===== src/rtl/pipe_stage.sv =====
// Single pipeline register stage with valid/ready handshake, flush and bubble clearing.
// Define PIPE_STAGE_SKID_EN to add a skid register so in_ready comes from a flop.
module pipe_stage #(
    parameter int unsigned       DATA_W  = 32,
    parameter int unsigned       CTRL_W  = 4,
    parameter logic [DATA_W-1:0] RST_VAL = '0
) (
    input  logic              clk,
    input  logic              rst,
    input  logic              in_valid,
    output logic              in_ready,
    input  logic [DATA_W-1:0] in_data,
    input  logic              flush,
    output logic              out_valid,
    input  logic              out_ready,
    output logic [DATA_W-1:0] out_data
);

    // Ones over the low CTRL_W bits; empty when CTRL_W is 0, all ones when CTRL_W == DATA_W.
    localparam logic [DATA_W-1:0] CTRL_MASK = ~({DATA_W{1'b1}} << CTRL_W);

    logic [DATA_W-1:0] bubble;
    logic              in_xfer;
    logic              out_xfer;

    assign bubble   = in_data & ~CTRL_MASK;
    assign in_xfer  = in_valid && in_ready;
    assign out_xfer = out_valid && out_ready;

`ifdef PIPE_STAGE_SKID_EN

    typedef enum logic [1:0] {
        ST_EMPTY,
        ST_ONE,
        ST_FULL
    } state_t;

    state_t            state;
    logic [DATA_W-1:0] skid_data;
    logic              ready_q;

    // ready_q is held high through reset so the stage accepts on the first cycle after release.
    assign in_ready = ready_q && !rst;

    always_ff @(posedge clk) begin
        if (rst) begin
            state     <= ST_EMPTY;
            out_valid <= 1'b0;
            out_data  <= RST_VAL;
            skid_data <= '0;
            ready_q   <= 1'b1;
        end else if (flush) begin
            state     <= ST_EMPTY;
            out_valid <= 1'b0;
            out_data  <= bubble;
            ready_q   <= 1'b1;
        end else begin
            case (state)
                ST_EMPTY: begin
                    if (in_xfer) begin
                        state     <= ST_ONE;
                        out_valid <= 1'b1;
                        out_data  <= in_data;
                    end else begin
                        out_data  <= bubble;
                    end
                end
                ST_ONE: begin
                    if (in_xfer && out_xfer) begin
                        out_data  <= in_data;
                    end else if (in_xfer) begin
                        state     <= ST_FULL;
                        skid_data <= in_data;
                        ready_q   <= 1'b0;
                    end else if (out_xfer) begin
                        state     <= ST_EMPTY;
                        out_valid <= 1'b0;
                        out_data  <= bubble;
                    end
                end
                ST_FULL: begin
                    if (out_xfer) begin
                        state    <= ST_ONE;
                        out_data <= skid_data;
                        ready_q  <= 1'b1;
                    end
                end
                default: begin
                    state     <= ST_EMPTY;
                    out_valid <= 1'b0;
                    out_data  <= bubble;
                    ready_q   <= 1'b1;
                end
            endcase
        end
    end

`else

    assign in_ready = !rst && (out_ready || !out_valid);

    always_ff @(posedge clk) begin
        if (rst) begin
            out_valid <= 1'b0;
            out_data  <= RST_VAL;
        end else if (flush) begin
            out_valid <= 1'b0;
            out_data  <= bubble;
        end else if (in_xfer) begin
            out_valid <= 1'b1;
            out_data  <= in_data;
        end else if (out_xfer || !out_valid) begin
            out_valid <= 1'b0;
            out_data  <= bubble;
        end
    end

`endif

endmodule


===== config.mk =====
export PLATFORM = sky130hd
export DESIGN_NAME = pipe_stage
export DESIGN_NICKNAME = d
export VERILOG_FILES = /design/src/rtl/pipe_stage.sv
export SDC_FILE = /design/constraint.sdc
export NUM_CORES = 1
export LEC_CHECK = 0
export ABC_AREA = 0
export CAP_MARGIN = 20
export CORE_MARGIN = 2
export CORE_UTILIZATION = 33
export CTS_CLUSTER_SIZE = 28
export DETAILED_ROUTE_END_ITERATION = 10
export GPL_TIMING_DRIVEN = 0
export PLACE_DENSITY = 0.85
export SLEW_MARGIN = 20
export SYNTH_ARGS = -nofsm -noshare
export SYNTH_HDL_FRONTEND = slang
export SYNTH_SLANG_ARGS = --single-unit

===== constraint.sdc =====
create_clock -name clk -period 1.2 [get_ports clk]
set_input_delay 0.24 -clock clk [delete_from_list [all_inputs] [get_ports clk]]
set_output_delay 0.24 -clock clk [all_outputs]
set_load 0.03 [all_outputs]

==> summary.txt <==
Entry: Yosys synthesis followed by OpenROAD place and route.

Run status:
- The flow ran to the end, but the final reports show violations.
- The checks that failed: negative setup slack.

Clock network:
- Looking at the clock tree report, the H-tree level count equals 2.
- On the worst setup and hold paths after CTS, the clock-pin slew comes to 0.10 ns.
- The cell sitting at the root of the clock tree is a clkbuf_4.

Cells and area:
- The run gives the synthesis-to-layout area growth as 93.2%.
- The run gives the final layout net count as 272.
- The run gives the logic area as 733 sq um.

Logic synthesis:
- By count the netlist is led by nand2_1 (60), dfxtp_1 (33), a21oi_1 (32), buf_6 (5), nand3_1 (4).
- The run gives the average footprint of a synthesized cell as 8.21 sq um.
- The run puts the tally of yosys warning messages at 0.
- Per the synth stats, the flop cell with the highest instance count is dfxtp_1.
- The synthesis report lists the most area-consuming cells as dfxtp_1 (55%), nand2_1 (19%), a21oi_1 (13%).
- The run puts the number of synthesized register bits at 33.
- The run gives the netlist area before placement as 1190 sq um.

Power:
- The run puts the part of the power in the clock network at 25.3%.
- The share of total power dissipated in sequential elements is 51.4%.
- The power report lists cell-internal power as 0.00164 W.
- The net switching power in the latest report is 0.000659 W.
- The run puts the switching share of power at 28.7%.

Route:
- The run gives the post-detailed-route count of antenna-violating nets as 0.
- The run puts the number of remaining DRC errors at 0.

Die:
- The run puts the horizontal extent of the die at 64.1 um.
- The die is 64.1 um tall.

Worst setup path:
- Looking at the critical path, the single cell with the biggest stage delay is dlygate4sd2_1.
- The run gives the data arrival at the endpoint of the critical path as 1.08 ns.
- The worst setup path is captured at an output port.

Placement:
- The run puts the half-perimeter wire length after placement at 2.20 mm.
- The buffer_ports step reported a buffer count of 70.

Final timing:
- Endpoints failing hold in the final report were tallied at 0.
- The run puts the slack of the critical path at -0.117 ns.
- The run puts the number of endpoints failing setup at the final stage at 29.

Job:
- The run puts the max-cap check violation count at 0.

Global routing:
- The run puts the number of global-route vias before repair at 1,249.
- The run puts the sum of overflow across all layers after global routing at 0.
[cell type report]
cell class              instances  share of cell area [%]
plain buffers                   8                    4.73
clock buffers                   8                    2.12
multi-input cells             104                    31.9
flip-flops and latches         33                    28.9
well taps                      46                    2.50
repair buffers                 83                    29.9
[power groups by stage]
stage	combinational (W)	sequential (W)	clock [W]
2_1_floorplan	0.0000928	0.00132	0
5_1_grt	0.000566	0.00119	0.000671
6_report	0.000534	0.00118	0.000581
4_1_cts	0.000476	0.00118	0.000607
3_5_place_dp	0.000472	0.00121	0
3_3_place_gp	0.000468	0.00120	0
[through the flow]
stage          area [sq um]  setup TNS (ns)
2_1_floorplan          1190          -0.978
3_3_place_gp           1950          -15.23
3_5_place_dp           1950          -15.68
4_1_cts                2090           -1.62
5_1_grt                2300           -3.31
6_report               2300           -2.17
[tightest hold or removal path, cell delays in order, from the launching register on]
cell and delay, ns:
dfxtp_1 0.32, nand2_1 0.05, a21oi_1 0.05
[worst paths after layout]
| kind | startpoint | to | slack [ns] | cells after the start |
|---|---|---|---|---|
| setup / recovery | out_valid$_SDFFE_PP0P_ | out_valid | -0.12 | 1 |
| hold / removal | out_data[24]$_SDFFE_PP0P_ | out_data[24]$_SDFFE_PP0P_ | 0.45 | 2 |
| setup reg to reg | out_valid$_SDFFE_PP0P_ | out_data[31]$_SDFFE_PP0P_ | -0.09 | 5 |
| hold reg to reg | out_data[24]$_SDFFE_PP0P_ | out_data[24]$_SDFFE_PP0P_ | 0.45 | 2 |
[cells in the final DEF, fill, tap and decap left out]
cell / n
dfxtp_1: 32
nand2_4: 20
a21oi_2: 24
buf_12: 3
buf_4: 6
buf_8: 4
clkdlybuf4s50_1: 33
nand2_1: 32
buf_16: 1
clkbuf_2: 1
nor3b_4: 1
buf_6: 5
nand2b_1: 1
nor2b_4: 1
nand2_2: 8
a21oi_1: 8
dfxtp_4: 1
buf_2: 32
clkbuf_4: 5
or3b_4: 1
nand3_1: 4
or2_1: 1
nor2_1: 3
clkbuf_1: 4
clkbuf_8: 1
dlygate4sd2_1: 4
[metal layers]
metal / GRT usage, % / routed length (um) / up-vias / share of wire, %
met3: 6.87 / 277 / 5 / 7.5
met5: 0 / 0 / - / 0
li1: - / - / 649 / -
met2: 30.6 / 1890 / 51 / 51
met1: 20.7 / 1490 / 602 / 40
met4: 4.89 / 27 / 0 / 0.73
[registers in the layout (all words and copies together), names as in the netlist]
signal,count
out_valid,1
out_data,32
[logic make-up after synthesis]
family | count (synthesis) | synth area share [%]
buffers and inverters | 8 | 5.67
flip-flops | 33 | 55.5
AND/OR/NAND/NOR | 72 | 25.4
AND-OR/OR-AND | 32 | 13.4
[what timing repair did]
action                     in CTS  in global routing
gates cloned                    4                  0
setup buffers                   9                  1
resized                       217                 53
pin swaps                       4                 10
hold buffers                    0                  0
setup endpoints to repair      56                 30
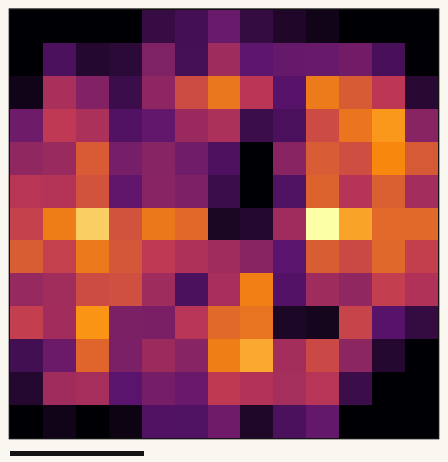
**Above:** signal metal coverage by tile.
Bar = 20 um. The die is cut into 13 by 13 equal tiles; black is low, pale yellow is high, scaled to the fullest tile. Values are wire area over tile area, all layers added.
fullest tile: 0.40
tiles over half the peak: 29%
mean over tiles: 0.14
nearly empty tiles: 11%
number of vias after detailed routing: 1,307
total length of routed wires: 3.69 mm

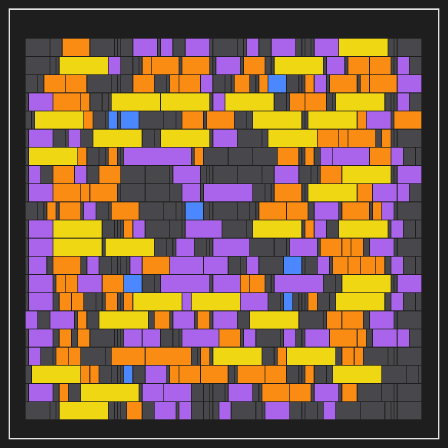
**Above:** placement by cell class.
Fill, decap, tap and diode cells in grey.
| class | colour | cells | share of their area |
|---|---|---|---|
| clock drivers and dummy loads | blue | 8 | 2.2% |
| other buffers and delay cells | purple | 91 | 36% |
| flops | yellow | 33 | 30% |
| combinational and other logic | orange | 104 | 33% |

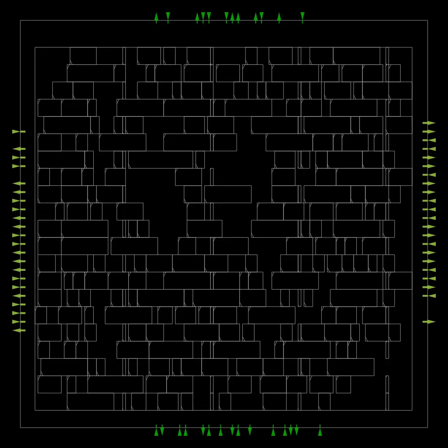
**Above:** placed standard cells.
number of core rows: 21
utilization of the core after routing: 67.9%
sequential cell area share: 28.9%

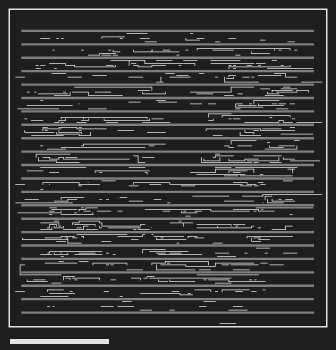
**Above:** signal wires on met1.
Bar = 20 um. Supply wires on this layer in grey.
main direction: horizontal
share of all routed wire: 40%

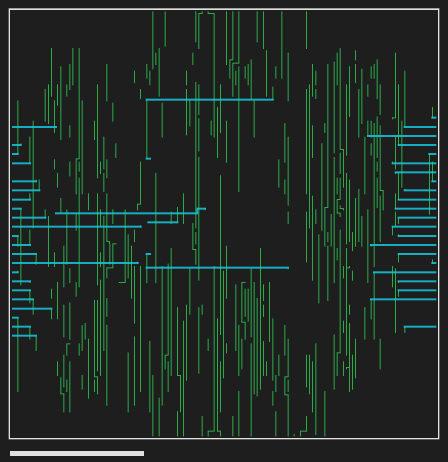
**Above:** routed metal, one colour a layer.
Bar = 20 um. Two of the layers only.
| layer | colour | wire length |
|---|---|---|
| metal 2 | green | 1,890 um |
| metal 3 | cyan | 278 um |
GRT Total Usage: 17.9%
detail-routed net length per standard cell: 13.1 um

No activity file was given, so power comes from the tool's default toggle rates.
